==> run_1/class_map.png <==
Bar = 50 um.
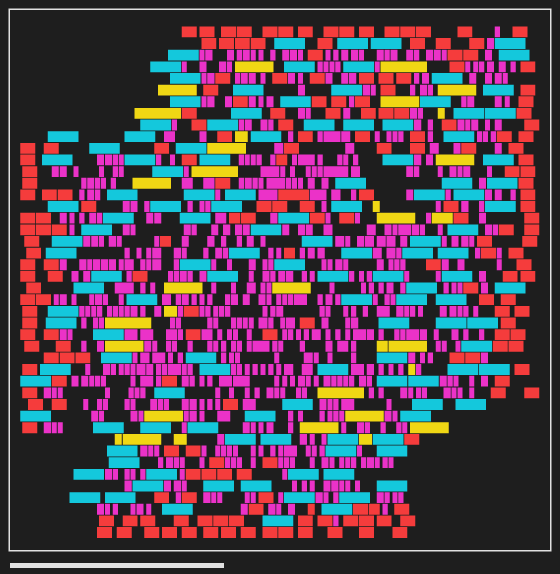
==> run_1/clock_nets.png <==
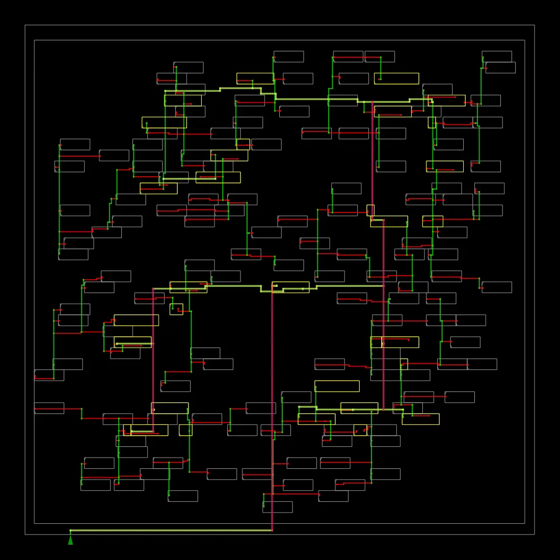
==> run_1/clock_wires.png <==
Bar = 50 um.
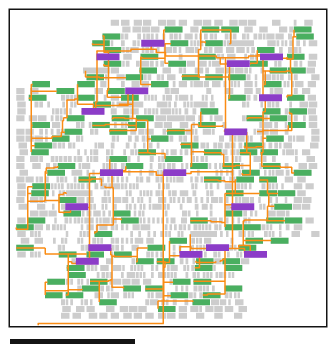
$ cat src/rtl/core_pkg.sv
// rtl/core_pkg.sv - shared constants and state type for the RV32I fetch stage
//   RESET_PC     : PC loaded on reset
//   PC_INC       : sequential PC increment (byte addressing)
//   NOP_INSTR    : bubble word (addi x0,x0,0)
//   EBREAK_INSTR : encoding that halts fetch
//   if_state_t   : fetch FSM states {BOOT, RUN, HALT}
package core_pkg;

  localparam logic [31:0] RESET_PC     = 32'h0000_0000;
  localparam logic [31:0] PC_INC       = 32'd4;
  localparam logic [31:0] NOP_INSTR    = 32'h0000_0013;
  localparam logic [31:0] EBREAK_INSTR = 32'h0010_0073;

  typedef enum logic [1:0] {
    BOOT = 2'd0,
    RUN  = 2'd1,
    HALT = 2'd2
  } if_state_t;

endpackage

$ cat src/rtl/if_stage_if.sv
// rtl/if_stage_if.sv - fetch-stage bus: hazard/redirect inputs, imem port, IF/ID outputs
//   master : the fetch stage (drives imem_pc_o, ifid_*, halted_o)
//   slave  : the surrounding core / instruction memory
interface if_stage_if;

  logic        stall_i;
  logic        redirect_valid_i;
  logic [31:0] redirect_pc_i;
  logic [31:0] imem_pc_o;
  logic [31:0] imem_instr_i;
  logic        ifid_valid_o;
  logic [31:0] ifid_pc_o;
  logic [31:0] ifid_pc4_o;
  logic [31:0] ifid_instr_o;
  logic        halted_o;

  modport master (
    input  stall_i,
    input  redirect_valid_i,
    input  redirect_pc_i,
    input  imem_instr_i,
    output imem_pc_o,
    output ifid_valid_o,
    output ifid_pc_o,
    output ifid_pc4_o,
    output ifid_instr_o,
    output halted_o
  );

  modport slave (
    output stall_i,
    output redirect_valid_i,
    output redirect_pc_i,
    output imem_instr_i,
    input  imem_pc_o,
    input  ifid_valid_o,
    input  ifid_pc_o,
    input  ifid_pc4_o,
    input  ifid_instr_o,
    input  halted_o
  );

endinterface

$ cat src/rtl/if_pc_gen.sv
// rtl/if_pc_gen.sv - program counter register and next-PC selection
//   clk, rst_n       : clock, synchronous active-low reset
//   state_i          : current fetch FSM state
//   stall_i          : hold PC
//   redirect_valid_i : load redirect_pc_i (wins over stall)
//   redirect_pc_i    : redirect target, used verbatim
//   ebreak_i         : word being fetched is ebreak, do not step past it
//   pc_o             : current PC
module if_pc_gen #(
  parameter logic [31:0] RESET_PC = core_pkg::RESET_PC,
  parameter logic [31:0] PC_INC   = core_pkg::PC_INC
) (
  input  logic                clk,
  input  logic                rst_n,
  input  core_pkg::if_state_t state_i,
  input  logic                stall_i,
  input  logic                redirect_valid_i,
  input  logic [31:0]         redirect_pc_i,
  input  logic                ebreak_i,
  output logic [31:0]         pc_o
);
  import core_pkg::*;

  logic [31:0] pc_q;
  logic [31:0] pc_d;

  always_comb begin
    pc_d = pc_q;
    case (state_i)
      RUN: begin
        if (redirect_valid_i) begin
          pc_d = redirect_pc_i;
        end else if (!stall_i && !ebreak_i) begin
          // 32-bit add wraps naturally at 2^32
          pc_d = pc_q + PC_INC;
        end
      end
      HALT: begin
        if (redirect_valid_i) begin
          pc_d = redirect_pc_i;
        end
      end
      default: begin
        // BOOT: bubble cycle, PC not advanced
        pc_d = pc_q;
      end
    endcase
  end

  always_ff @(posedge clk) begin
    if (!rst_n) begin
      pc_q <= RESET_PC;
    end else begin
      pc_q <= pc_d;
    end
  end

  assign pc_o = pc_q;

endmodule

$ cat src/rtl/if_stage.sv
// rtl/if_stage.sv - RV32I instruction-fetch stage with IF/ID register and ebreak halt
//   clk, rst_n : clock, synchronous active-low reset
//   bus        : if_stage_if.master (stall/redirect in, imem port, IF/ID out, halted_o)
//   perf_fetch_o, perf_stall_o, perf_flush_o : present only with IF_PERF_CNT_EN defined
module if_stage #(
  parameter logic [31:0] RESET_PC  = core_pkg::RESET_PC,
  parameter logic [31:0] PC_INC    = core_pkg::PC_INC,
  parameter logic [31:0] NOP_INSTR = core_pkg::NOP_INSTR
) (
  input  logic        clk,
  input  logic        rst_n,
  if_stage_if.master  bus
`ifdef IF_PERF_CNT_EN
  ,
  output logic [31:0] perf_fetch_o,
  output logic [31:0] perf_stall_o,
  output logic [31:0] perf_flush_o
`endif
);
  import core_pkg::*;

  if_state_t   state_q, state_d;
  logic        ifid_valid_q, ifid_valid_d;
  logic [31:0] ifid_pc_q, ifid_pc_d;
  logic [31:0] ifid_pc4_q, ifid_pc4_d;
  logic [31:0] ifid_instr_q, ifid_instr_d;
  logic [31:0] pc;
  logic        fetch_is_ebreak;
  logic        ev_fetch, ev_stall, ev_flush;

  assign fetch_is_ebreak = (bus.imem_instr_i == EBREAK_INSTR);

  if_pc_gen #(
    .RESET_PC (RESET_PC),
    .PC_INC   (PC_INC)
  ) u_pc_gen (
    .clk              (clk),
    .rst_n            (rst_n),
    .state_i          (state_q),
    .stall_i          (bus.stall_i),
    .redirect_valid_i (bus.redirect_valid_i),
    .redirect_pc_i    (bus.redirect_pc_i),
    .ebreak_i         (fetch_is_ebreak),
    .pc_o             (pc)
  );

  always_comb begin
    state_d      = state_q;
    ifid_valid_d = ifid_valid_q;
    ifid_pc_d    = ifid_pc_q;
    ifid_pc4_d   = ifid_pc4_q;
    ifid_instr_d = ifid_instr_q;
    ev_fetch     = 1'b0;
    ev_stall     = 1'b0;
    ev_flush     = 1'b0;
    case (state_q)
      BOOT: begin
        state_d = RUN;
      end
      RUN: begin
        if (bus.redirect_valid_i) begin
          ifid_valid_d = 1'b0;
          ifid_instr_d = NOP_INSTR;
          ev_flush     = 1'b1;
        end else if (bus.stall_i) begin
          ev_stall = 1'b1;
        end else begin
          ifid_valid_d = 1'b1;
          ifid_pc_d    = pc;
          ifid_pc4_d   = pc + PC_INC;
          ifid_instr_d = bus.imem_instr_i;
          ev_fetch     = 1'b1;
          // ebreak still enters IF/ID; fetch stops behind it
          if (fetch_is_ebreak) begin
            state_d = HALT;
          end
        end
      end
      HALT: begin
        ifid_valid_d = 1'b0;
        ifid_instr_d = NOP_INSTR;
        if (bus.redirect_valid_i) begin
          state_d  = RUN;
          ev_flush = 1'b1;
        end
      end
      default: begin
        state_d = BOOT;
      end
    endcase
  end

  always_ff @(posedge clk) begin
    if (!rst_n) begin
      state_q      <= BOOT;
      ifid_valid_q <= 1'b0;
      ifid_pc_q    <= 32'h0;
      ifid_pc4_q   <= 32'h0;
      ifid_instr_q <= NOP_INSTR;
    end else begin
      state_q      <= state_d;
      ifid_valid_q <= ifid_valid_d;
      ifid_pc_q    <= ifid_pc_d;
      ifid_pc4_q   <= ifid_pc4_d;
      ifid_instr_q <= ifid_instr_d;
    end
  end

  assign bus.imem_pc_o    = pc;
  assign bus.ifid_valid_o = ifid_valid_q;
  assign bus.ifid_pc_o    = ifid_pc_q;
  assign bus.ifid_pc4_o   = ifid_pc4_q;
  assign bus.ifid_instr_o = ifid_instr_q;
  assign bus.halted_o     = (state_q == HALT);

`ifdef IF_PERF_CNT_EN
  logic [31:0] perf_fetch_q, perf_fetch_d;
  logic [31:0] perf_stall_q, perf_stall_d;
  logic [31:0] perf_flush_q, perf_flush_d;

  always_comb begin
    perf_fetch_d = perf_fetch_q + {31'h0, ev_fetch};
    perf_stall_d = perf_stall_q + {31'h0, ev_stall};
    perf_flush_d = perf_flush_q + {31'h0, ev_flush};
  end

  always_ff @(posedge clk) begin
    if (!rst_n) begin
      perf_fetch_q <= 32'h0;
      perf_stall_q <= 32'h0;
      perf_flush_q <= 32'h0;
    end else begin
      perf_fetch_q <= perf_fetch_d;
      perf_stall_q <= perf_stall_d;
      perf_flush_q <= perf_flush_d;
    end
  end

  assign perf_fetch_o = perf_fetch_q;
  assign perf_stall_o = perf_stall_q;
  assign perf_flush_o = perf_flush_q;
`else
  logic unused_ev;
  assign unused_ev = ev_fetch ^ ev_stall ^ ev_flush;
`endif

endmodule

$ cat src/flat_wrapper.sv
// flat-port wrapper written by rule: the top's interface ports become plain ports
module if_stage_flat import core_pkg::*;
#(
  parameter logic [31:0] RESET_PC  = core_pkg::RESET_PC,
  parameter logic [31:0] PC_INC    = core_pkg::PC_INC,
  parameter logic [31:0] NOP_INSTR = core_pkg::NOP_INSTR
)
  (clk, rst_n, bus_stall_i, bus_redirect_valid_i, bus_redirect_pc_i, bus_imem_instr_i, bus_imem_pc_o, bus_ifid_valid_o, bus_ifid_pc_o, bus_ifid_pc4_o, bus_ifid_instr_o, bus_halted_o);
  if_stage_if bus_i ();
  input  logic clk;
  input  logic rst_n;
  input wire logic [$bits(bus_i.stall_i)-1:0] bus_stall_i;
  input wire logic [$bits(bus_i.redirect_valid_i)-1:0] bus_redirect_valid_i;
  input wire logic [$bits(bus_i.redirect_pc_i)-1:0] bus_redirect_pc_i;
  input wire logic [$bits(bus_i.imem_instr_i)-1:0] bus_imem_instr_i;
  output wire logic [$bits(bus_i.imem_pc_o)-1:0] bus_imem_pc_o;
  output wire logic [$bits(bus_i.ifid_valid_o)-1:0] bus_ifid_valid_o;
  output wire logic [$bits(bus_i.ifid_pc_o)-1:0] bus_ifid_pc_o;
  output wire logic [$bits(bus_i.ifid_pc4_o)-1:0] bus_ifid_pc4_o;
  output wire logic [$bits(bus_i.ifid_instr_o)-1:0] bus_ifid_instr_o;
  output wire logic [$bits(bus_i.halted_o)-1:0] bus_halted_o;
  assign bus_i.stall_i = bus_stall_i;
  assign bus_i.redirect_valid_i = bus_redirect_valid_i;
  assign bus_i.redirect_pc_i = bus_redirect_pc_i;
  assign bus_i.imem_instr_i = bus_imem_instr_i;
  assign bus_imem_pc_o = bus_i.imem_pc_o;
  assign bus_ifid_valid_o = bus_i.ifid_valid_o;
  assign bus_ifid_pc_o = bus_i.ifid_pc_o;
  assign bus_ifid_pc4_o = bus_i.ifid_pc4_o;
  assign bus_ifid_instr_o = bus_i.ifid_instr_o;
  assign bus_halted_o = bus_i.halted_o;
  if_stage #(.RESET_PC(RESET_PC), .PC_INC(PC_INC), .NOP_INSTR(NOP_INSTR)) u_core (.clk(clk), .rst_n(rst_n), .bus(bus_i));
endmodule
$ cat config.mk
export PLATFORM = sky130hd
export DESIGN_NAME = if_stage_flat
export DESIGN_NICKNAME = d
export VERILOG_FILES = /design/src/rtl/core_pkg.sv /design/src/rtl/if_stage_if.sv /design/src/rtl/if_pc_gen.sv /design/src/rtl/if_stage.sv /design/src/flat_wrapper.sv
export SDC_FILE = /design/constraint.sdc
export NUM_CORES = 1
export LEC_CHECK = 0
export ABC_AREA = 1
export CAP_MARGIN = 5
export CORE_MARGIN = 2
export CORE_UTILIZATION = 40
export DETAILED_ROUTE_END_ITERATION = 6
export HOLD_SLACK_MARGIN = 0.03
export PLACE_DENSITY = 0.73
export SYNTH_ARGS = -nofsm -noshare
export SYNTH_HDL_FRONTEND = slang
export SYNTH_SLANG_ARGS = --single-unit
$ cat constraint.sdc
create_clock -name clk -period 5.3 [get_ports clk]
set_clock_uncertainty 0.15 [all_clocks]
set_input_delay 1.06 -clock clk [delete_from_list [all_inputs] [get_ports clk]]
set_output_delay 1.06 -clock clk [all_outputs]
set_load 0.05 [all_outputs]
==> flow_metrics.tcl, run 1 <==
# flow metrics
set metrics [dict create \
    drtPass1Iterations 4 \
    hpwlAfterDp_mm 13.2 \
    post-route-drc-count 0 \
    placement_rows 44 \
    leakage_nw 3.66 \
    status "completed" \
    synthesis.yosys.warnings 0 \
    synth.net_count 962 \
    synth.area.mux_share_pct 0 \
    synthMostInstantiatedCell "nand2_1" \
    globalRoute.totalOverflow 0 \
    setup_tns_final_ns 0 \
    first_global_vias 5902 \
    path_clk_slew_ns 0.06 \
    clock_tree.htree_level_count 4 \
    ys_ff 129 \
    final_cell_count_no_fill 1262 \
    fp_util_pct 41.1 \
    coreArea_sq_um 14500 \
    synth-main-ff-cell "dfxtp_1" \
    clk_latency_ns 0.43 \
    regToRegSetupSlack_ns 2.33 \
    number_of_cell_instances_on_the_worst_register_to_register_path 7 \
    crit_arrival_ns 1.92 \
    top_level_ports 198 \
    avgRoutedWirePerCell_um 15.0 \
    synth-area-yosys_sq_um 5970 \
    port_buffers 197 \
    drt-initial-drc-count 408 \
    timing_max_transition_violations_final 0 \
    synth_cell_type_count 30 \
    die.size.x_um 126 \
    die_height_um 126 \
    final_layout_size_suffix_gt1_share_pct 5.38 \
    synth_seq_share_pct 43.3 \
    routed_wirelength_mm 18.9 \
]
Notes on class_map.png above:
| class | colour | cells |
|---|---|---|
| sequential cells | cyan | 129 |
| remaining logic cells | magenta | 714 |
| remaining buffers and delay cells | red | 203 |
| clock drivers and dummy loads | yellow | 32 |

Notes on clock_nets.png above:
clock-net power: 1.29 mW
clock buffer count from CTS: 17
Seq Cell Count: 129
TritonCTS sink count: 129

Notes on clock_wires.png above:
[clock-net drivers] purple | count: 17
[clock wires] orange | length: 1700 um
[flip-flops] green | count: 129
flops lie: widely spread

==> run 1: through the flow <==
stage	utilization [%]	hold slack (ns)	total power [mW]	area, sq um	worst slack [ns]
6_report	59.7	0.310	3.07	8670	2.17
3_3_place_gp	55.2	0.299	1.79	8020	1.85
5_1_grt	59.7	0.331	3.18	8670	2.00
2_1_floorplan	-	0.325	1.54	5970	3.02
4_1_cts	59.7	0.310	3.08	8670	2.14
3_5_place_dp	55.2	0.301	1.80	8020	1.78
==> run 1: kinds of logic (layout without fill, tap and decap cells) <==
kind of cell             Yosys count  in the layout
XOR/XNOR                          16             16
AND/OR/NAND/NOR                  466            466
adder cells (fa/ha/maj)            4              4
AND-OR/OR-AND                    146            146
flip-flops                       129            129
buffers and inverters            129            317
==> run 1: final cells by class <==
cell class	count	area (sq um)	area share [%]
clock inverter	14	213	2.45
timing repair buffer	203	2020	23.3
sequential	129	2580	29.8
inverter	82	308	3.55
tap	184	230	2.65
multi-input combinational	632	2880	33.2
clock buffer	18	439	5.06
==> run 1: critical path: stages, from the launching register on <==
cell	delay [ns]
dfxtp_1	0.32
inv_1	0.08
ha_1	0.25
clkdlybuf4s50_1	0.85
==> run 1: placed cells by master, fill, tap and decap left out, drive strengths merged <==
cell type,instances
or2,1
nor3,6
xnor2,2
ha,4
nand3,51
and2,1
clkinvlp,1
a21oi,62
xor2,14
o21bai,1
clkinv,9
buf,7
bufinv,5
nand2,212
o211ai,4
nand3b,3
clkdlybuf4s50,196
clkbuf,18
o22ai,3
inv,81
nand4,11
o21ai,76
and3,1
dfxtp,129
nor2,180
==> run 1: layer usage <==
| layer | share of wire, % | vias up | global-route usage (%) | wire length (um) |
|---|---|---|---|---|
| li1 | - | 3162 | - | - |
| met1 | 45 | 2860 | 32.2 | 8540 |
| met2 | 45 | 229 | 36.5 | 8590 |
| met3 | 7.1 | 30 | 6.24 | 1350 |
| met4 | 2.3 | 0 | 8.66 | 441 |
| met5 | 0 | - | 0 | 0 |
==> run 1: sequential cells by signal, indices dropped and copies added, names as in the netlist <==
signal,flops
u_core.u_pc_gen.pc_o,32
u_core.bus.ifid_pc_o,30
u_core.state_q,2
u_core.bus.ifid_valid_o,1
u_core.bus.ifid_pc4_o,32
u_core.bus.ifid_instr_o,32
==> run 1: worst max-delay path by stage <==
stage                                         from                                       end  slack, ns
floorplan                     bus_imem_instr_i[26]     u_core.u_pc_gen.pc_o[26]$_SDFFE_PN0P_       3.02
global placement              bus_redirect_valid_i     u_core.u_pc_gen.pc_o[27]$_SDFFE_PN0P_       1.85
detailed placement            bus_redirect_valid_i     u_core.u_pc_gen.pc_o[30]$_SDFFE_PN0P_       1.78
CTS                 u_core.state_q[0]$_SDFFE_PN0P_                              bus_halted_o       2.14
global route        u_core.state_q[0]$_SDFFE_PN0P_  u_core.bus.ifid_instr_o[31]$_SDFFE_PN0P_       2.00
finish              u_core.state_q[0]$_SDFFE_PN0P_                              bus_halted_o       2.17
==> run 1: power breakdown <==
part           switching, mW  total (mW)  internal (mW)
clock                  0.447        1.29          0.845
combinational          0.447       0.673          0.226
sequential            0.0716        1.11           1.04
==> inputs of run 2 (changes only) <==
- clock period: 5.3 -> 3.2 ns (I/O delays scaled with it)
==> run 2 against run 1 <==
Compared with the run above:
- global-route usage about the same
- count of clock-buffer cells in the layout unchanged
- routed wire length decreased by 0.60%
- critical endpoint unchanged
- setup slack got worse by 1.7 ns
- combinational power increased by 71%
- core utilization increased by 0.20 points
- clock power increased by about 50%
- synthesized area unchanged
==> flow_metrics.tcl, run 2 <==
# flow metrics
set metrics [dict create \
    status "completed" \
    number_of_cell_instances_on_the_worst_register_to_register_path 12 \
    crit_path_cell_trace "inv_1 > ha_1 > clkdlybuf4s50_1" \
    leakage_nw 3.66 \
    timing_max_transition_violations_final 0 \
    post-route-worst-setup-slack_ns 0.481 \
    final.hold.worst_slack_ns 0.306 \
    synth_seq_share_pct 43.3 \
    die_height_um 126 \
    synth_cell_type_count 30 \
    cp_slowest_cell "clkdlybuf4s50_1" \
    ys_ff 129 \
    die.size.x_um 126 \
    path_clk_slew_ns 0.06 \
    pre_cts_slack_ns 0.525 \
    fp_util_pct 41.1 \
    coreArea_sq_um 14500 \
    synthesis.yosys.warnings 0 \
    synthMostInstantiatedCell "nand2_1" \
    drtPass1Iterations 5 \
    cp.depth 3 \
    cpLargestDelayFamily "buffers and inverters" \
    first_global_vias 5733 \
    clock_tree.htree_level_count 4 \
    post-route-drc-count 0 \
    setup.worst_path.end "bus_halted_o" \
    final_layout_top_logic_cells "208 x nand2_1, 196 x clkdlybuf4s50_1, 170 x nor2_1" \
    routed_wirelength_mm 18.8 \
    critical_path.max_stage_delay_ns 0.86 \
    synth-area-yosys_sq_um 5970 \
    synth-main-ff-cell "dfxtp_1" \
    globalRoute.totalOverflow 0 \
    clkSinkCount 129 \
    worst-path-buf-inv 2 \
    avgRoutedWirePerCell_um 14.8 \
    setup_tns_final_ns 0 \
    top_level_ports 198 \
    final_layout_size_suffix_gt1_share_pct 6.08 \
    synth.net_count 962 \
    placement_rows 44 \
    port_buffers 197 \
    post-route-util_pct 59.9 \
    layout_top_cell_excl_fill_tap "nand2_1" \
    regToRegSetupSlack_ns 1.10 \
    drt-initial-drc-count 456 \
]
## run 2: cell types whose count changed in the layout (fill, tap and decap cells not counted)
cell,delta
buf_12,+2
clkinvlp_4,+3
bufinv_16,-3
inv_6,+3
buf_4,+6
clkinv_2,-3
## run 2: worst min-delay path by stage
stage	depth (start not counted)	from	to	slack, ns
after floorplan	2	u_core.state_q[1]$_SDFFE_PN0P_	u_core.state_q[1]$_SDFFE_PN0P_	0.32
after global placement	2	u_core.bus.ifid_instr_o[13]$_SDFFE_PN0P_	u_core.bus.ifid_instr_o[13]$_SDFFE_PN0P_	0.30
after detailed placement	2	u_core.bus.ifid_instr_o[7]$_SDFFE_PN0P_	u_core.bus.ifid_instr_o[7]$_SDFFE_PN0P_	0.30
after CTS	2	u_core.bus.ifid_instr_o[25]$_SDFFE_PN0P_	u_core.bus.ifid_instr_o[25]$_SDFFE_PN0P_	0.31
after global routing	2	u_core.bus.ifid_instr_o[14]$_SDFFE_PN0P_	u_core.bus.ifid_instr_o[14]$_SDFFE_PN0P_	0.32
final	2	u_core.bus.ifid_instr_o[25]$_SDFFE_PN0P_	u_core.bus.ifid_instr_o[25]$_SDFFE_PN0P_	0.31
## run 2: routing by layer
metal	global-route usage (%)	share of wire, %	wire length, um	vias up
li1	-	-	-	3187
met1	31.8	45	8550	2790
met2	36.1	45	8420	266
met3	7.14	7.7	1450	34
met4	9.18	2.1	396	0
met5	0	0	0	-
## run 2: metrics by stage
| step | cells | instance area (sq um) | total power, mW |
|---|---|---|---|
| 2_1_floorplan | 890 | 5970 | 2.55 |
| 4_1_cts | 1270 | 8700 | 4.92 |
| 6_report | 1270 | 8700 | 4.90 |
| 3_3_place_gp | 1238 | 8110 | 2.99 |
| 5_1_grt | 1270 | 8700 | 5.10 |
| 3_5_place_dp | 1238 | 8110 | 2.99 |
## run 2: power breakdown
group / total [mW] / leakage (nW) / internal, mW / switching (mW)
logic: 1.15 / 2.33 / 0.392 / 0.758
clock network: 1.93 / 0.280 / 1.17 / 0.752
registers: 1.82 / 1.05 / 1.71 / 0.104
total: 4.90 / 3.66 / 3.28 / 1.61
## run 2: cell type report
| class | count | area, sq um |
|---|---|---|
| multi-input cells | 632 | 2880 |
| clock inverters | 14 | 156 |
| inverters | 82 | 308 |
| fillers | 1379 | 5830 |
| repair buffers | 211 | 2110 |
| clock buffers | 18 | 439 |
| well taps | 184 | 230 |
| flip-flops and latches | 129 | 2580 |
## run 2: cell families after synthesis
group	Yosys count	synth area share, %
simple gates	466	32.2
compound gates	146	12.7
buf+inv	129	8.64
flops	129	43.3
xor+xnor	16	2.35
fa+ha+maj	4	0.839
## run 2: worst reg2reg max path: cells and delay by family (launching register included)
family / cells / cell delay (ns)
AND-OR/OR-AND: 1 / 0.11
adder cells (fa/ha/maj): 1 / 0.26
buffers and inverters: 4 / 0.46
flip-flops: 1 / 0.35
AND/OR/NAND/NOR: 6 / 0.71
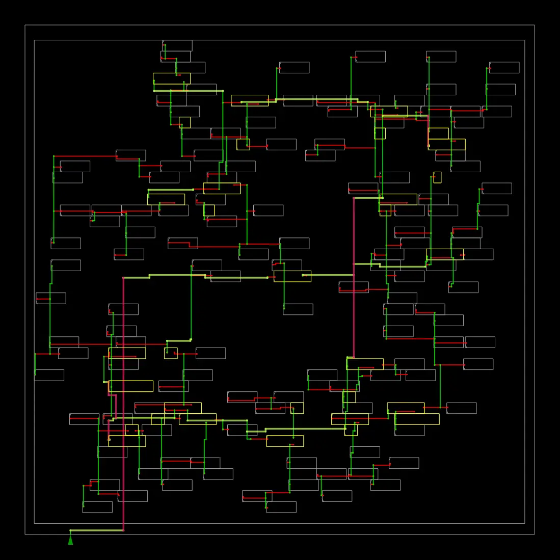
(run_2/clock_nets.png)
clock-net power: 1.93 mW
clock network latency to the later pin of the worst-skew pair: 0.43 ns
clock buffer count: 18

Power is estimated from default activity; no workload was simulated.
